<file path="src/rtl/operand_fetch_pipe.sv">
// Operand-fetch stage of the NTT/INTT butterfly pipeline.
// Issues coefficient/twiddle read addresses, aligns RD_LAT-delayed memory data
// with request metadata, forwards in-flight write-back data, negates the
// twiddle mod Q in INTT mode and buffers bundles in a credit-checked FIFO.
// Ports:
//   clk, rst                 clock, asynchronous active-high reset
//   i_a/o_rdy_a + i_*_a      fetch request handshake and payload
//   o_ram_addr_*, o_rom_addr read addresses (combinational from request)
//   i_ram_dout_*, i_rom_dout read data, RD_LAT cycles after the address
//   i_wb_*                   write-back bus used for forwarding
//   i_flush                  synchronous clear of delay line and FIFO
//   o_v/i_rdy + o_*_v        output bundle handshake and payload
module operand_fetch_pipe #(
  parameter int unsigned DW         = 12,
  parameter int unsigned AW         = 8,
  parameter int unsigned ZW         = 7,
  parameter int unsigned RD_LAT     = 1,
  parameter int unsigned FIFO_DEPTH = 4,
  parameter int unsigned Q          = 3329
) (
  input  logic          clk,
  input  logic          rst,
  input  logic          i_a,
  output logic          o_rdy_a,
  input  logic          i_last_a,
  input  logic          i_done_a,
  input  logic          i_sel_a,
  input  logic [AW-1:0] i_addr_up_a,
  input  logic [AW-1:0] i_addr_dn_a,
  input  logic [ZW-1:0] i_addr_zeta_a,
  output logic [AW-1:0] o_ram_addr_up,
  output logic [AW-1:0] o_ram_addr_dn,
  output logic [ZW-1:0] o_rom_addr,
  input  logic [DW-1:0] i_ram_dout_up,
  input  logic [DW-1:0] i_ram_dout_dn,
  input  logic [DW-1:0] i_rom_dout,
  input  logic          i_wb_v,
  input  logic [AW-1:0] i_wb_addr_up,
  input  logic [AW-1:0] i_wb_addr_dn,
  input  logic [DW-1:0] i_wb_data_up,
  input  logic [DW-1:0] i_wb_data_dn,
  input  logic          i_flush,
  output logic          o_v,
  input  logic          i_rdy,
  output logic          o_last_v,
  output logic          o_done_v,
  output logic          o_sel_v,
  output logic [AW-1:0] o_addr_up_v,
  output logic [AW-1:0] o_addr_dn_v,
  output logic [DW-1:0] o_bu_up_v,
  output logic [DW-1:0] o_bu_dn_v,
  output logic [DW-1:0] o_zeta_v
);

  localparam int unsigned PW = (FIFO_DEPTH > 1) ? $clog2(FIFO_DEPTH) : 1;
  localparam int unsigned CW = $clog2(FIFO_DEPTH + 1);
  localparam int unsigned OW = CW + 1;

  // In-flight request: metadata plus per-operand forwarding override.
  typedef struct packed {
    logic          v;
    logic          last;
    logic          done;
    logic          sel;
    logic [AW-1:0] addr_up;
    logic [AW-1:0] addr_dn;
    logic          ov_up;
    logic [DW-1:0] ovd_up;
    logic          ov_dn;
    logic [DW-1:0] ovd_dn;
  } slot_t;

  // Captured operand bundle handed to the MUL stage.
  typedef struct packed {
    logic          last;
    logic          done;
    logic          sel;
    logic [AW-1:0] addr_up;
    logic [AW-1:0] addr_dn;
    logic [DW-1:0] bu_up;
    logic [DW-1:0] bu_dn;
    logic [DW-1:0] zeta;
  } bundle_t;

  // Apply this cycle's write-back; up-port match has priority over dn-port.
  function automatic slot_t fwd(input slot_t s, input logic wb_v,
                                input logic [AW-1:0] wa_up, input logic [AW-1:0] wa_dn,
                                input logic [DW-1:0] wd_up, input logic [DW-1:0] wd_dn);
    slot_t r;
    r = s;
    if (wb_v) begin
      if (s.addr_up == wa_up) begin
        r.ov_up  = 1'b1;
        r.ovd_up = wd_up;
      end else if (s.addr_up == wa_dn) begin
        r.ov_up  = 1'b1;
        r.ovd_up = wd_dn;
      end
      if (s.addr_dn == wa_up) begin
        r.ov_dn  = 1'b1;
        r.ovd_dn = wd_up;
      end else if (s.addr_dn == wa_dn) begin
        r.ov_dn  = 1'b1;
        r.ovd_dn = wd_dn;
      end
    end
    return r;
  endfunction

  function automatic logic [PW-1:0] ptr_inc(input logic [PW-1:0] p);
    return (p == PW'(FIFO_DEPTH - 1)) ? '0 : p + PW'(1);
  endfunction

  logic          accept;
  logic [CW-1:0] inflight;
  logic [CW-1:0] fifo_cnt;
  logic [CW-1:0] mem_cnt;
  logic          out_v;
  bundle_t       out_q;
  bundle_t       push_b;
  bundle_t       mem [FIFO_DEPTH];
  logic [PW-1:0] wr_ptr;
  logic [PW-1:0] rd_ptr;
  logic          push;
  logic          pop;
  logic          load;
  logic          from_mem;
  logic          bypass;
  logic          mem_wr;
  logic [DW-1:0] z_neg;
  slot_t         cap;

  // raw[k]: entry issued k cycles ago; cur[k]: same entry after this cycle's forwarding.
  slot_t raw [RD_LAT+1];
  slot_t cur [RD_LAT+1];

  assign o_ram_addr_up = i_addr_up_a;
  assign o_ram_addr_dn = i_addr_dn_a;
  assign o_rom_addr    = i_addr_zeta_a;

  // Credit check counts FIFO contents plus requests still waiting on memory.
  assign fifo_cnt = CW'(out_v) + mem_cnt;
  assign o_rdy_a  = (OW'(fifo_cnt) + OW'(inflight)) < OW'(FIFO_DEPTH);
  assign accept   = i_a & o_rdy_a;

  assign raw[0] = '{v: accept, last: i_last_a, done: i_done_a, sel: i_sel_a,
                    addr_up: i_addr_up_a, addr_dn: i_addr_dn_a,
                    ov_up: 1'b0, ovd_up: DW'(0), ov_dn: 1'b0, ovd_dn: DW'(0)};

  for (genvar k = 0; k <= int'(RD_LAT); k++) begin : g_fwd
    assign cur[k] = fwd(raw[k], i_wb_v, i_wb_addr_up, i_wb_addr_dn, i_wb_data_up, i_wb_data_dn);
  end

  if (RD_LAT > 0) begin : g_pipe
    slot_t pipe_q [RD_LAT];

    // Delay line; flush drops everything including this cycle's issue.
    always_ff @(posedge clk or posedge rst) begin
      if (rst) begin
        for (int unsigned i = 0; i < RD_LAT; i++) pipe_q[i] <= '0;
      end else begin
        for (int unsigned i = 0; i < RD_LAT; i++) pipe_q[i] <= i_flush ? '0 : cur[i];
      end
    end

    for (genvar k = 1; k <= int'(RD_LAT); k++) begin : g_tap
      assign raw[k] = pipe_q[k-1];
    end

    always_comb begin
      inflight = '0;
      for (int unsigned i = 0; i < RD_LAT; i++) inflight = inflight + CW'(pipe_q[i].v);
    end
  end else begin : g_nopipe
    assign inflight = '0;
  end

  // Capture: memory data arrives now; overrides win over RAM contents.
  assign cap   = cur[RD_LAT];
  assign z_neg = (i_rom_dout == '0) ? '0 : DW'(Q) - i_rom_dout;

  always_comb begin
    push_b         = '0;
    push_b.last    = cap.last;
    push_b.done    = cap.done;
    push_b.sel     = cap.sel;
    push_b.addr_up = cap.addr_up;
    push_b.addr_dn = cap.addr_dn;
    push_b.bu_up   = cap.ov_up ? cap.ovd_up : i_ram_dout_up;
    push_b.bu_dn   = cap.ov_dn ? cap.ovd_dn : i_ram_dout_dn;
    push_b.zeta    = cap.sel ? z_neg : i_rom_dout;
  end

  // Output register is the FIFO head; backing storage refills it (fall-through).
  assign push     = cap.v & ~i_flush;
  assign pop      = out_v & i_rdy;
  assign load     = ~out_v | pop;
  assign from_mem = load & (mem_cnt != '0);
  assign bypass   = load & (mem_cnt == '0) & push;
  assign mem_wr   = push & ~bypass;

  always_ff @(posedge clk or posedge rst) begin
    if (rst) begin
      out_v   <= 1'b0;
      out_q   <= '0;
      wr_ptr  <= '0;
      rd_ptr  <= '0;
      mem_cnt <= '0;
    end else if (i_flush) begin
      out_v   <= 1'b0;
      wr_ptr  <= '0;
      rd_ptr  <= '0;
      mem_cnt <= '0;
    end else begin
      if (from_mem) begin
        out_q <= mem[rd_ptr];
        out_v <= 1'b1;
      end else if (bypass) begin
        out_q <= push_b;
        out_v <= 1'b1;
      end else if (pop) begin
        out_v <= 1'b0;
      end
      if (mem_wr)   wr_ptr <= ptr_inc(wr_ptr);
      if (from_mem) rd_ptr <= ptr_inc(rd_ptr);
      mem_cnt <= mem_cnt + CW'(mem_wr) - CW'(from_mem);
    end
  end

  // Storage array needs no reset: only entries counted by mem_cnt are read.
  always_ff @(posedge clk) begin
    if (mem_wr) mem[wr_ptr] <= push_b;
  end

  assign o_v         = out_v;
  assign o_last_v    = out_q.last;
  assign o_done_v    = out_q.done;
  assign o_sel_v     = out_q.sel;
  assign o_addr_up_v = out_q.addr_up;
  assign o_addr_dn_v = out_q.addr_dn;
  assign o_bu_up_v   = out_q.bu_up;
  assign o_bu_dn_v   = out_q.bu_dn;
  assign o_zeta_v    = out_q.zeta;

endmodule

</file>
<file path="config.mk">
export PLATFORM = sky130hd
export DESIGN_NAME = operand_fetch_pipe
export DESIGN_NICKNAME = d
export VERILOG_FILES = /design/src/rtl/operand_fetch_pipe.sv
export SDC_FILE = /design/constraint.sdc
export NUM_CORES = 1
export LEC_CHECK = 0
export CAP_MARGIN = 5
export CORE_AREA = 2 2 233 235
export DETAILED_ROUTE_END_ITERATION = 16
export DIE_AREA = 0 0 235 237
export SLEW_MARGIN = 20
export SYNTH_ARGS = -nofsm -noshare
export SYNTH_HDL_FRONTEND = slang
export SYNTH_SLANG_ARGS = --single-unit
</file>
<file path="constraint.sdc">
create_clock -name clk -period 6 [get_ports clk]
set_input_delay 0.9 -clock clk [delete_from_list [all_inputs] [get_ports clk]]
set_output_delay 0.9 -clock clk [all_outputs]
set_load 0.01 [all_outputs]
</file>
Figure 1. Sequential cells grouped by signal name.
Other sequential cells in the stronger gray, the rest of the logic in the fainter gray.
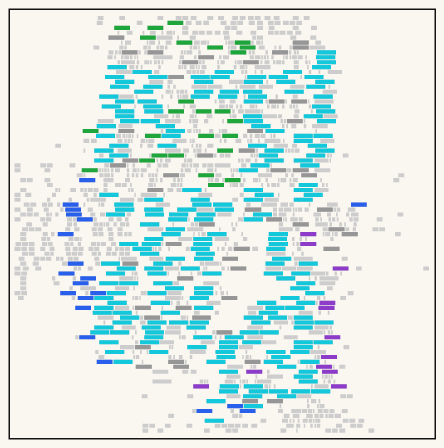
purple -> `o_zeta_v`  # placed flops 12, where bottom right
green -> `g_pipe.pipe_q`  # placed flops 26
cyan -> `mem`  # placed flops 220
blue -> `cap`  # placed flops 20

Figure 2. Pin placement.
Pins as bars across the die edge, other pins in gray.
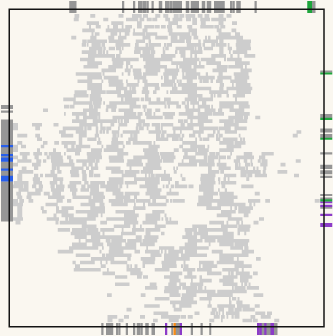
orange -> `i_done_a`  # pins 1, direction input, edge bottom
purple -> `o_zeta_v`  # pins 12, direction output, edge 7 bottom, 5 right
green -> `i_addr_zeta_a`  # pins 7, direction input, edge 4 right, 3 top
blue -> `o_ram_addr_dn`  # pins 8, direction output, edge left
all pins by edge = 60 top, 59 left, 44 bottom, 25 right

==> flow_summary.json <==
{
  "seq_share_pct": 49.7,
  "top_cell": "edfxtp_1",
  "finalWeightedCongestion": 0.806,
  "fmax_mhz": 278,
  "status": "complete, no violations",
  "topCellsByArea": "edfxtp_1 (43%), dfrtp_1 (18%), mux4_2 (8.1%)",
  "grt_pass1_vias": 10200,
  "cts_hold_buffers": 0,
  "grt-busiest-layer": "met2",
  "top_area_cell": "edfxtp_1",
  "fin_nets": 1432,
  "async_flop_share_pct": 33.1,
  "rows": 85,
  "timing_hold_violations_final": 0,
  "overflow": 0,
  "use_met2_pct": 25.4,
  "ys.flops": 329,
  "syn_inst": 1194,
  "synth-main-ff-cell": "edfxtp_1",
  "ios": 188
}
Figure 3. Wiring by layer.
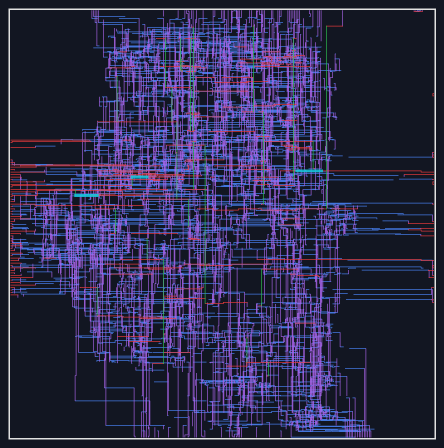
red -> M3  # wire length 2640 um
blue -> M1  # wire length 18600 um
cyan -> M5  # wire length 34.0 um
green -> M4  # wire length 818 um
purple -> M2  # wire length 20.7 mm
routed len/inst: 21.0 um
total track usage: 15.2%
Total Wirelength: 42.8 mm
total number of vias: 10.1k

Figure 4. Clock nets.
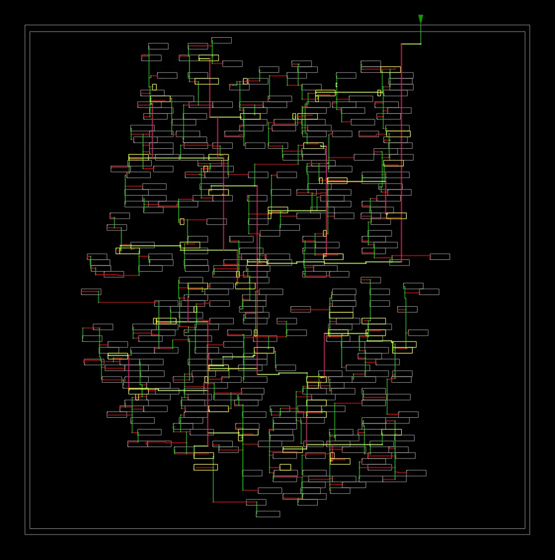
Num CTS Buffers: 36
flop count: 329
CLK BUF: 50

==> cells by family (layout without fill, tap and decap cells) <==
| family | Yosys count | count (layout) |
|---|---|---|
| compound gates | 224 | 224 |
| xor+xnor | 78 | 78 |
| fa+ha+maj | 9 | 9 |
| buf+inv | 147 | 294 |
| flops | 329 | 329 |
| mux | 101 | 101 |
| simple gates | 306 | 306 |
==> where the power goes <==
| group | leakage (nW) | switching (mW) | internal, mW | total (mW) |
|---|---|---|---|---|
| clock | 0.597 | 0.883 | 1.42 | 2.30 |
| sequential | 3.33 | 0.244 | 2.69 | 2.94 |
| combinational | 2.34 | 1.07 | 0.982 | 2.05 |
| total | 6.27 | 2.20 | 5.09 | 7.29 |
==> worst min-delay path, cell delays in order, from the launching register on <==
cell     delay, ps
dfrtp_1        340
nand2_1         50
o21ai_1         60
Power and IR drop assume default switching activity.
